Figure 1. Close-up of the layout (run 1).
Window x 36 to 66, y 2 to 32 um. Cells in grey, sequential cells in the stronger grey; small squares are vias.
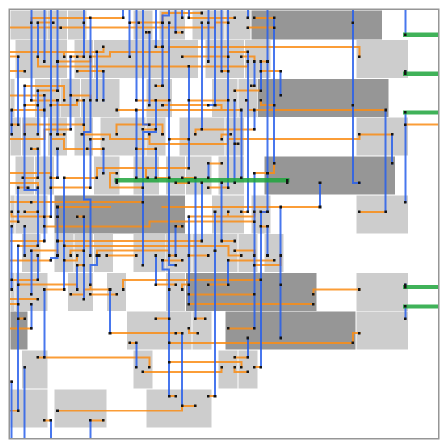
Figure 2. Clock network drawn from the DEF (run 1).
Scale bar: 20 um.
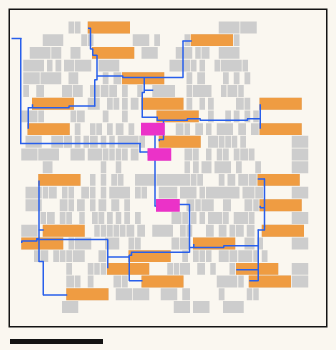
Figure 3. Drive-strength map (run 1).
Scale bar: 20 um.
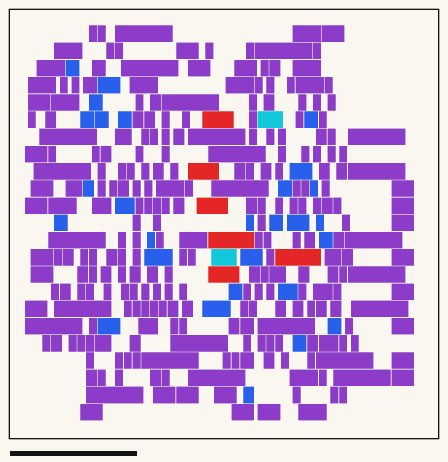
Figure 4. Where the registers sit (run 1).
Scale bar: 20 um. Other sequential cells in the stronger grey, the rest of the logic in the fainter grey.
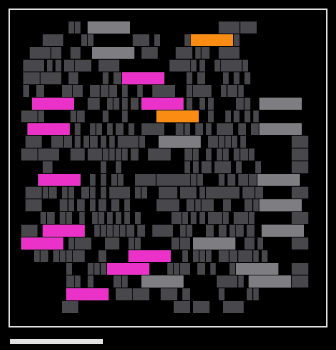
--- src/rtl/vga_timing_ctrl.sv ---
// VGA raster timing generator: x/y pixel counters, sync and blanking decode.
// Latency: counters update on the same edge as an en tick; decoded outputs are combinational from state.
// Backpressure: none; en is a pixel-rate tick and the counters simply hold while it is low.
//
// Ports:
//   clk, rst        - clock and asynchronous active-high reset
//   en              - pixel tick; x/y (and frame_cnt) advance only on edges where en=1
//   x, y            - current pixel position, 0..H_TOT-1 / 0..V_TOT-1
//   hsync, vsync    - sync outputs, at level SYNC_POL while inside the sync region
//   video_on        - high while (x,y) lies in the visible area
//   line_end        - high on the tick that wraps x; frame_end on the tick that wraps x and y
//   frame_cnt       - completed-frame count, present only when FRAME_CNT_EN is defined
//
// Build option: define FRAME_CNT_EN to add the frame_cnt port and its counter.
module vga_timing_ctrl #(
    parameter int H_VIS    = 640,
    parameter int H_FP     = 16,
    parameter int H_SYNC   = 96,
    parameter int H_BP     = 48,
    parameter int V_VIS    = 480,
    parameter int V_FP     = 10,
    parameter int V_SYNC   = 2,
    parameter int V_BP     = 33,
    parameter bit SYNC_POL = 1'b0
) (
    input  logic        clk,
    input  logic        rst,
    input  logic        en,
    output logic [9:0]  x,
    output logic [9:0]  y,
    output logic        hsync,
    output logic        vsync,
    output logic        video_on,
    output logic        line_end,
    output logic        frame_end
`ifdef FRAME_CNT_EN
    ,
    output logic [15:0] frame_cnt
`endif
);

    // Region boundaries: each *_START is the first count of that region.
    localparam logic [9:0] H_FP_START   = 10'(H_VIS);
    localparam logic [9:0] H_SYNC_START = 10'(H_VIS + H_FP);
    localparam logic [9:0] H_BP_START   = 10'(H_VIS + H_FP + H_SYNC);
    localparam logic [9:0] H_LAST       = 10'(H_VIS + H_FP + H_SYNC + H_BP - 1);
    localparam logic [9:0] V_FP_START   = 10'(V_VIS);
    localparam logic [9:0] V_SYNC_START = 10'(V_VIS + V_FP);
    localparam logic [9:0] V_BP_START   = 10'(V_VIS + V_FP + V_SYNC);
    localparam logic [9:0] V_LAST       = 10'(V_VIS + V_FP + V_SYNC + V_BP - 1);

    typedef enum logic [1:0] {
        H_ST_ACT  = 2'd0,
        H_ST_FP   = 2'd1,
        H_ST_SYNC = 2'd2,
        H_ST_BP   = 2'd3
    } h_state_t;

    typedef enum logic [1:0] {
        V_ST_ACT  = 2'd0,
        V_ST_FP   = 2'd1,
        V_ST_SYNC = 2'd2,
        V_ST_BP   = 2'd3
    } v_state_t;

    h_state_t   h_state, h_next;
    v_state_t   v_state, v_next;
    logic       x_wrap;
    logic       y_wrap;
    logic [9:0] x_nxt;
    logic [9:0] y_nxt;

    // Counter next values and tick pulses
    always_comb begin
        x_wrap    = (x == H_LAST);
        y_wrap    = (y == V_LAST);
        x_nxt     = x_wrap ? 10'd0 : x + 10'd1;
        y_nxt     = y_wrap ? 10'd0 : y + 10'd1;
        line_end  = en & x_wrap;
        frame_end = line_end & y_wrap;
    end

    always_ff @(posedge clk or posedge rst) begin
        if (rst) begin
            x <= 10'd0;
            y <= 10'd0;
        end else if (en) begin
            x <= x_nxt;
            if (x_wrap) begin
                y <= y_nxt;
            end
        end
    end

    always_ff @(posedge clk or posedge rst) begin
        if (rst) begin
            h_state <= H_ST_ACT;
            v_state <= V_ST_ACT;
        end else begin
            h_state <= h_next;
            v_state <= v_next;
        end
    end

    // Horizontal phase: moves on the tick whose new x is the first count of the next region.
    always_comb begin
        h_next = h_state;
        case (h_state)
            H_ST_ACT:  if (en && x_nxt == H_FP_START)   h_next = H_ST_FP;
            H_ST_FP:   if (en && x_nxt == H_SYNC_START) h_next = H_ST_SYNC;
            H_ST_SYNC: if (en && x_nxt == H_BP_START)   h_next = H_ST_BP;
            H_ST_BP:   if (en && x_wrap)                h_next = H_ST_ACT;
            default:                                    h_next = H_ST_ACT;
        endcase
    end

    // Vertical phase: same scheme, but it only steps on line wraps.
    always_comb begin
        v_next = v_state;
        case (v_state)
            V_ST_ACT:  if (line_end && y_nxt == V_FP_START)   v_next = V_ST_FP;
            V_ST_FP:   if (line_end && y_nxt == V_SYNC_START) v_next = V_ST_SYNC;
            V_ST_SYNC: if (line_end && y_nxt == V_BP_START)   v_next = V_ST_BP;
            V_ST_BP:   if (line_end && y_wrap)                v_next = V_ST_ACT;
            default:                                          v_next = V_ST_ACT;
        endcase
    end

    always_comb begin
        hsync    = (h_state == H_ST_SYNC) ? SYNC_POL : ~SYNC_POL;
        vsync    = (v_state == V_ST_SYNC) ? SYNC_POL : ~SYNC_POL;
        video_on = (x < H_FP_START) && (y < V_FP_START);
    end

`ifdef FRAME_CNT_EN
    // Counts completed frames; the 16-bit add wraps 65535 -> 0 naturally.
    always_ff @(posedge clk or posedge rst) begin
        if (rst) begin
            frame_cnt <= 16'd0;
        end else if (frame_end) begin
            frame_cnt <= frame_cnt + 16'd1;
        end
    end
`endif

endmodule

--- config.mk ---
export PLATFORM = sky130hd
export DESIGN_NAME = vga_timing_ctrl
export DESIGN_NICKNAME = d
export VERILOG_FILES = /design/src/rtl/vga_timing_ctrl.sv
export SDC_FILE = /design/constraint.sdc
export NUM_CORES = 1
export LEC_CHECK = 0
export ABC_AREA = 1
export ABC_CLOCK_PERIOD_IN_PS = 4300
export CAP_MARGIN = 10
export CORE_MARGIN = 2
export CORE_UTILIZATION = 46
export CTS_CLUSTER_DIAMETER = 50
export DETAILED_ROUTE_END_ITERATION = 6
export GPL_TIMING_DRIVEN = 0
export PLACE_DENSITY = 0.7
export SKIP_LAST_GASP = 1
export SYNTH_ARGS = -nofsm -noshare
export SYNTH_HDL_FRONTEND = slang
export SYNTH_SLANG_ARGS = --single-unit
--- constraint.sdc ---
create_clock -name clk -period 4.3 [get_ports clk]
set_clock_uncertainty 0.2 [all_clocks]
set_input_delay 0.86 -clock clk [delete_from_list [all_inputs] [get_ports clk]]
set_output_delay 0.86 -clock clk [all_outputs]
set_load 0.1 [all_outputs]
==> notes.md, run 1 <==
Observations from the implementation run.

Yosys:
- The run puts the instance tally after logic synthesis at 267.
- The run gives the part of the Yosys area used for sequential elements as 32.2%.
- Looking at the gate-level netlist, the highest instance count belongs to sky130_fd_sc_hd__nand2_1.
- The run puts the async set-reset flop share out of synthesis at 100%.
- The run gives the distinct cell type count of the synthesized netlist as 32.
- Counting every net in the synthesized netlist gives 283.
- The run gives the number of synthesized register bits as 24.
- Looking at area per cell type in the netlist, the leader is sky130_fd_sc_hd__dfrtp_1.
- The synthesis run shows the most used standard cells to be 82 x sky130_fd_sc_hd__nand2_1, 33 x sky130_fd_sc_hd__inv_1, 24 x sky130_fd_sc_hd__dfrtp_1, 24 x sky130_fd_sc_hd__nor2_1, 21 x sky130_fd_sc_hd__nand3_1.
- The run puts the number of warnings reported in the yosys synthesis log at 0.
- The run puts the count of library flops with an enable pin at 0.
- The run gives the mean instance size in the synthesized netlist as 6.98 um^2.
- The synth_stat.txt file lists the number of cells as 267.
- The main area contributors are sky130_fd_sc_hd__dfrtp_1 32%, sky130_fd_sc_hd__nand2_1 17%, sky130_fd_sc_hd__ha_1 8.7%.

Finish:
- In this run the layout overhead on the synthesized area is reported as 20.8%.
- Ranking logic cells in the layout by count gives the top entries 82 x sky130_fd_sc_hd__nand2_1, 33 x sky130_fd_sc_hd__inv_1, 25 x sky130_fd_sc_hd__clkdlybuf4s50_1.
- The final layout report lists a filler cell count of 420.
- In the final layout, multi-input gates take up 49.3% of the cell area.
- The plain and repair buffers instantiated in the layout total 30.
- Sequential cells make up 26.7% of the cell area.
- The run puts the proportion of layout cells with a drive suffix above 1 at 12.1%.
- The run gives the clock tree cell share of total cell area as 2.44%.
- The run gives the final cell count without fillers as 347.
- Non-clock buffers make up 12.4% of the layout cell area.
- The run gives the cell type taking the most area as combinational gates.
- The run puts the number of nets in the layout at 314.
- The run gives the post-route cell area as 2250 um^2.

Clock network:
- The run gives the clock tree from TritonCTS as done.
- The run gives the clock insertion delay at the later pin of the skew report as 0.27 ns.
- The tree built by TritonCTS fans out to 24 sinks.
- The run puts the number of H-tree branching levels at 1.
- The run gives the cell at the root of the clock tree as sky130_fd_sc_hd__clkbuf_8.

Global routing:
- Global routing used 2.00% of the available met3 tracks.
- The initial antenna violation count came to 0.
- The run puts the leftover overflow at the end of global routing at 0.
- The run puts the aggregate global-route resource usage at 19.5%.
- The run gives the most utilized layer in the global route result as met2.
- The run puts the met2 demand-to-capacity share in global routing at 36.2%.
- The run puts the maximum number of pins on one net before global-route repair at 25.

Place:
- The run gives the routability-driven placement congestion ratio as 0.864.
- The run gives the count of input and output buffers as 26.
- The detailed placer reported the number of placed instances as 343.
- The placement stage leaves a total instance area of 2190 um^2.
- The run gives the placement-stage worst setup slack as 0.329 ns.

Critical path:
- STA classifies the critical path endpoint as a primary output.
- The run gives the endpoint of the worst-slack reg-to-reg timing path as v_state[1].
- The run gives the number of cells traversed by the worst register-to-register path as 13.
- In this design, the stage delay of the slowest critical-path cell is 0.75 ns.
- The run gives the startpoint type of the worst setup path as a register.
- Together, buffers and inverters on the worst path number 2.
- The run puts the setup slack of the most critical reg-to-reg path at 2.05 ns.
- Among all stages on the critical path, the largest delay is contributed by sky130_fd_sc_hd__dlymetal6s2s_1.
- On the critical path the largest part of the delay comes from buffers and inverters.
- The worst register-to-register path begins at y[0].
- The run puts the endpoint required time on the critical path at 3.24 ns.
- The run puts the signal arrival time at the worst endpoint at 2.64 ns.
- The run puts the depth of the critical timing path with buffers and inverters included at 7.
- STA lists the maximum fanout along the critical path as 10.

STA:
- Headroom to the max-slew limit came out at 35.2%.
- The run puts the number of hold violations in the final report at 0.
- The run puts the share of the cycle needed by the critical path after routing at 86.2%.
- The run puts the post-route setup TNS at 0 ns.
- Across all setup checks in the final design, the least slack found is 0.595 ns.
- The run puts the shortest period the worst path allows at 3.70 ns.
- The run gives the hold slack as 0.349 ns.

Pwr:
- The run puts the total power density per cell area at 428 nW/um^2.
- The leakage component of the power was reported as 0.00111 uW.
- The run puts the combinational cell power at 498 uW.
- The run puts the switching fraction of total power at 51.3%.

Detailed routing:
- The run puts the total wirelength of the detailed-routed design at 3920 um.
- The run puts the violation tally from detailed-route iteration zero at 89.
- The run puts the length of the first detailed-routing pass in iterations at 4.
- The run gives the remaining antenna violation count as 0.

Flow run:
- The run gives the OpenROAD warning count as 35.

Die:
- The run puts the I/O pin count at 28.
- The run puts the pre-placement core utilization at 47.3%.
- The run gives the core region area as 3940 um^2.
- The run puts the floorplan row count at 23.

Run status:
- The run finished with clean final reports.

Worst hold path:
- The path with the worst hold slack has its endpoint at h_state[1].
- The run gives the depth of the worst hold-timing path as 2.
Notes on Figure 1 above:
Key: green = met3; blue = met2; orange = met1
67 logic cells have their middle in the window. Sequential cells in the window: 6. Netlist names of flops here include `x` (6). Most frequent: nand2_1 (15), inv_1 (8), clkdlybuf4s50_1 (7).

Notes on Figure 2 above:
Key: magenta = cells driving clock nets [count 3]; blue = clock wires [length 336 um]; orange = flip-flops [count 24]
There are 4 routed clock nets.
Clock power frac: 16.3%
clock distribution power: 157 uW

Notes on Figure 3 above:
Key: blue = drive 2 [cells 28, share 9.4%]; cyan = drive 3 to 4 [cells 2, share 0.67%]; red = drive 6 and up [cells 6, share 2.0%]; purple = drive 1 or less [cells 261, share 88%]

Notes on Figure 4 above:
Key: orange = `h_state` [flops 2]; magenta = `y` [flops 10]

==> run 1: cell families (layout without fill, tap and decap cells) <==
| logic type | count (synthesis) | after routing | share of synthesized area, % |
|---|---|---|---|
| compound gates | 31 | 31 | 9.46 |
| xor+xnor | 4 | 4 | 1.88 |
| fa+ha+maj | 13 | 13 | 8.73 |
| buf+inv | 42 | 72 | 8.59 |
| flops | 24 | 24 | 32.2 |
| simple gates | 153 | 153 | 39.1 |
==> run 1: flip-flops by register name, summed over array words and instances (netlist names) <==
signal   count
x           10
y           10
h_state      2
v_state      2
==> run 1: timing repair <==
| action | 4_1_cts | 5_1_grt |
|---|---|---|
| resized | 0 | 1 |
| endpoints found under the setup margin | 0 | 1 |
| hold buffers | 0 | 0 |
==> run 1 -> run 2 <==
--- a/config.mk
+++ b/config.mk
@@ -15,6 +15,7 @@
 export GPL_TIMING_DRIVEN = 0
 export PLACE_DENSITY = 0.7
 export SKIP_LAST_GASP = 1
+export SLEW_MARGIN = 10
 export SYNTH_ARGS = -nofsm -noshare
 export SYNTH_HDL_FRONTEND = slang
 export SYNTH_SLANG_ARGS = --single-unit
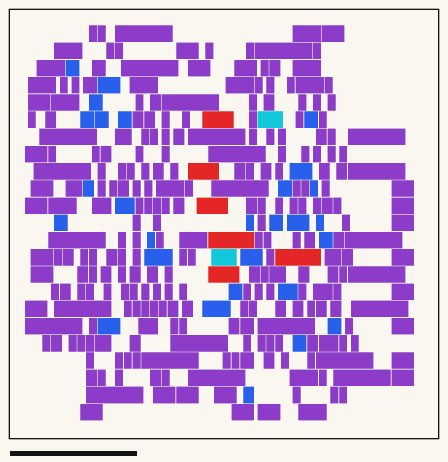
Figure 5: run 2, drive-strength map.
Scale bar: 20 um.
Worst Setup Slack, final: 0.595 ns
post-synthesis to final-layout area growth: 20.8%
number of signal-net buffers in the layout: 30
cell area after layout: 2250 um^2

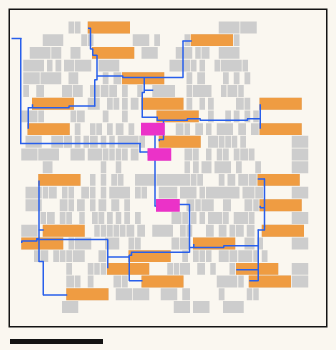
Figure 6: run 2, clock network drawn from the DEF.
Scale bar: 20 um.
Key: magenta = cells driving clock nets [count 3]; orange = flip-flops [count 24]; blue = clock wires [length 336 um]
There are 4 routed clock nets. Position of the flops: all over the die.

==> run 2 against run 1 <==
Compared with the run above:
- clock-buffer cell count is the same
- core utilization is the same
- non-clock buffer count is the same
- routed wire length is the same
- sequential power is essentially flat
- flip-flop count is the same
- final area is the same
- critical path type unchanged
- critical endpoint unchanged
- highest routed layer unchanged
==> notes.md, run 2 <==
Observations from the implementation run.

Run status:
- Status: finished, final reports clean (unchanged).

Clock network:
- The clock insertion delay at the later pin of the skew report was 0.27 ns (about the same).
- The run gives the count of hold buffers inserted by post-cts repair as 0 (unchanged).
- The cell at the root of the clock tree was sky130_fd_sc_hd__clkbuf_8 (unchanged).
- The number of H-tree branching levels came to 1 (unchanged).
- The run gives the post-cts sizing count as 0 (unchanged).
- The run gives the clock tree from TritonCTS as done (unchanged).

Yosys:
- The run gives the largest area contributor in the netlist as sky130_fd_sc_hd__dfrtp_1 (unchanged).
- The post-synthesis cell type with the largest instance count is sky130_fd_sc_hd__nand2_1 (unchanged).
- The run puts the distinct cell type count of the synthesized netlist at 32 (unchanged).
- The run gives the mean instance size in the synthesized netlist as 6.98 um^2 (unchanged).
- Most common library cells after synthesis: 82 x sky130_fd_sc_hd__nand2_1, 33 x sky130_fd_sc_hd__inv_1, 24 x sky130_fd_sc_hd__dfrtp_1, 24 x sky130_fd_sc_hd__nor2_1, 21 x sky130_fd_sc_hd__nand3_1 (unchanged).
- The run gives the cell count in the Yosys report as 267 (unchanged).
- The part of the Yosys area used for sequential elements is 32.2% (unchanged).
- Main area contributors: sky130_fd_sc_hd__dfrtp_1 32%, sky130_fd_sc_hd__nand2_1 17%, sky130_fd_sc_hd__ha_1 8.7% (unchanged).
- The run puts the instance tally after logic synthesis at 267 (unchanged).
- The run gives the number of warnings reported in the yosys synthesis log as 0 (unchanged).
- The run gives the number of synthesized register bits as 24 (unchanged).

Finish:
- The final cell count without fillers is 347 (unchanged).
- The number of nets in the layout was 314 (unchanged).
- Largest registers: x (10), y (10) (unchanged).
- Most used cells in the layout excluding fill and tap cells: 82 x sky130_fd_sc_hd__nand2_1, 33 x sky130_fd_sc_hd__inv_1, 25 x sky130_fd_sc_hd__clkdlybuf4s50_1 (unchanged).
- The run puts the proportion of layout cells with a drive suffix above 1 at 12.1% (unchanged).

Pwr:
- The run gives the leakage power total as 0.00111 uW (unchanged).
- The run gives the total power density per cell area as 428 nW/um^2 (unchanged).
- The run puts the part of the power in the clock network at 16.3% (about the same).
- The run gives the reported sequential group power as 309 uW (about the same).
- The combinational cell power was 498 uW (about the same).
- The run puts the switching fraction of total power at 51.3% (unchanged).
- The run gives the clock network power consumption as 157 uW (about the same).

Critical path:
- The critical path capture point type is a primary output (unchanged).
- The run puts the setup slack of the most critical reg-to-reg path at 2.05 ns (about the same).
- The endpoint of the worst-slack reg-to-reg timing path was v_state[1] (unchanged).
- The run puts the count of buffer and inverter cells on the critical path at 2 (unchanged).
- The startpoint type of the worst setup path is a register (unchanged).
- The worst-path cell with the longest stage delay was sky130_fd_sc_hd__dlymetal6s2s_1 (unchanged).
- The run gives the endpoint required time on the critical path as 3.24 ns (about the same).
- The run puts the biggest cell delay along the critical path at 0.75 ns (about the same).
- The number of cells traversed by the worst register-to-register path is 13 (unchanged).
- The critical register-to-register path startpoint is y[0] (unchanged).
- The cell type group with the largest total delay on the critical path is buffers and inverters (unchanged).
- The signal arrival time at the worst endpoint came to 2.64 ns (about the same).

Place:
- The count of input and output buffers was 26 (unchanged).
- The run gives the routability-driven placement congestion ratio as 0.864 (unchanged).
- The run puts the number of placed cells counting well taps at 343 (unchanged).
- The run gives the placement-stage worst setup slack as 0.329 ns (unchanged).

Detailed routing:
- The remaining antenna violation count was 0 (unchanged).
- The violation tally from detailed-route iteration zero is 89 (unchanged).
- The run puts the total wirelength of the detailed-routed design at 3920 um (unchanged).
- The run puts the length of the first detailed-routing pass in iterations at 4 (unchanged).

Global routing:
- The aggregate global-route resource usage is 19.5% (unchanged).
- The run gives the most utilized layer in the global route result as met2 (unchanged).
- The run gives the met3 routing resource usage after global routing as 2.00% (unchanged).
- The run puts the leftover overflow at the end of global routing at 0 (unchanged).
- The run puts the met2 demand-to-capacity share in global routing at 36.2% (unchanged).

STA:
- The remaining max-slew budget at the tightest pin came to 35.2% (unchanged).
- The shortest period the worst path allows is 3.70 ns (unchanged).
- The run gives the hold slack as 0.349 ns (unchanged).
- The share of the cycle needed by the critical path after routing came to 86.2% (unchanged).
- The run gives the number of hold violations in the final report as 0 (unchanged).
- The post-route setup TNS was 0 ns (unchanged).

Die:
- The run puts the core region area at 3940 um^2 (unchanged).
- The run gives the pre-placement core utilization as 47.3% (unchanged).
- The run gives the floorplan row count as 23 (unchanged).
- The run gives the I/O pin count as 28 (unchanged).

Worst hold path:
- The depth of the worst hold-timing path is 2 (unchanged).
- The destination of the worst hold path was h_state[1] (unchanged).

Flow run:
- The run gives the OpenROAD warning count as 35 (unchanged).
==> run 2: worst max-delay path by stage <==
stage / start / to / slack [ns] / cells past startpoint
floorplan: x[0] / frame_end / 0.45 / 6
global placement: en / frame_end / 0.33 / 5
detailed placement: en / frame_end / 0.33 / 5
CTS: x[0] / frame_end / 0.13 / 7
global route: x[0] / frame_end / 0.36 / 7
finish: x[0] / frame_end / 0.60 / 7
==> run 2: cells by family after synthesis <==
group / synth area share (%)
buffers and inverters: 8.59
DFF: 32.2
adders and majority gates: 8.73
xor gates and xnor gates: 1.88
and+or+nand+nor: 39.1
AOI/OAI and AO/OA: 9.46
==> run 2: cell type report <==
cell class                 instances  area share (%)
clock buffer                       4            2.44
buffer                             4           0.778
sequential                        24            26.7
timing repair buffer              26            11.7
inverter                          38            6.33
multi-input combinational        201            49.3
tap                               50            2.78
Power figures rest on the tool's default switching activity, not on a simulated workload.
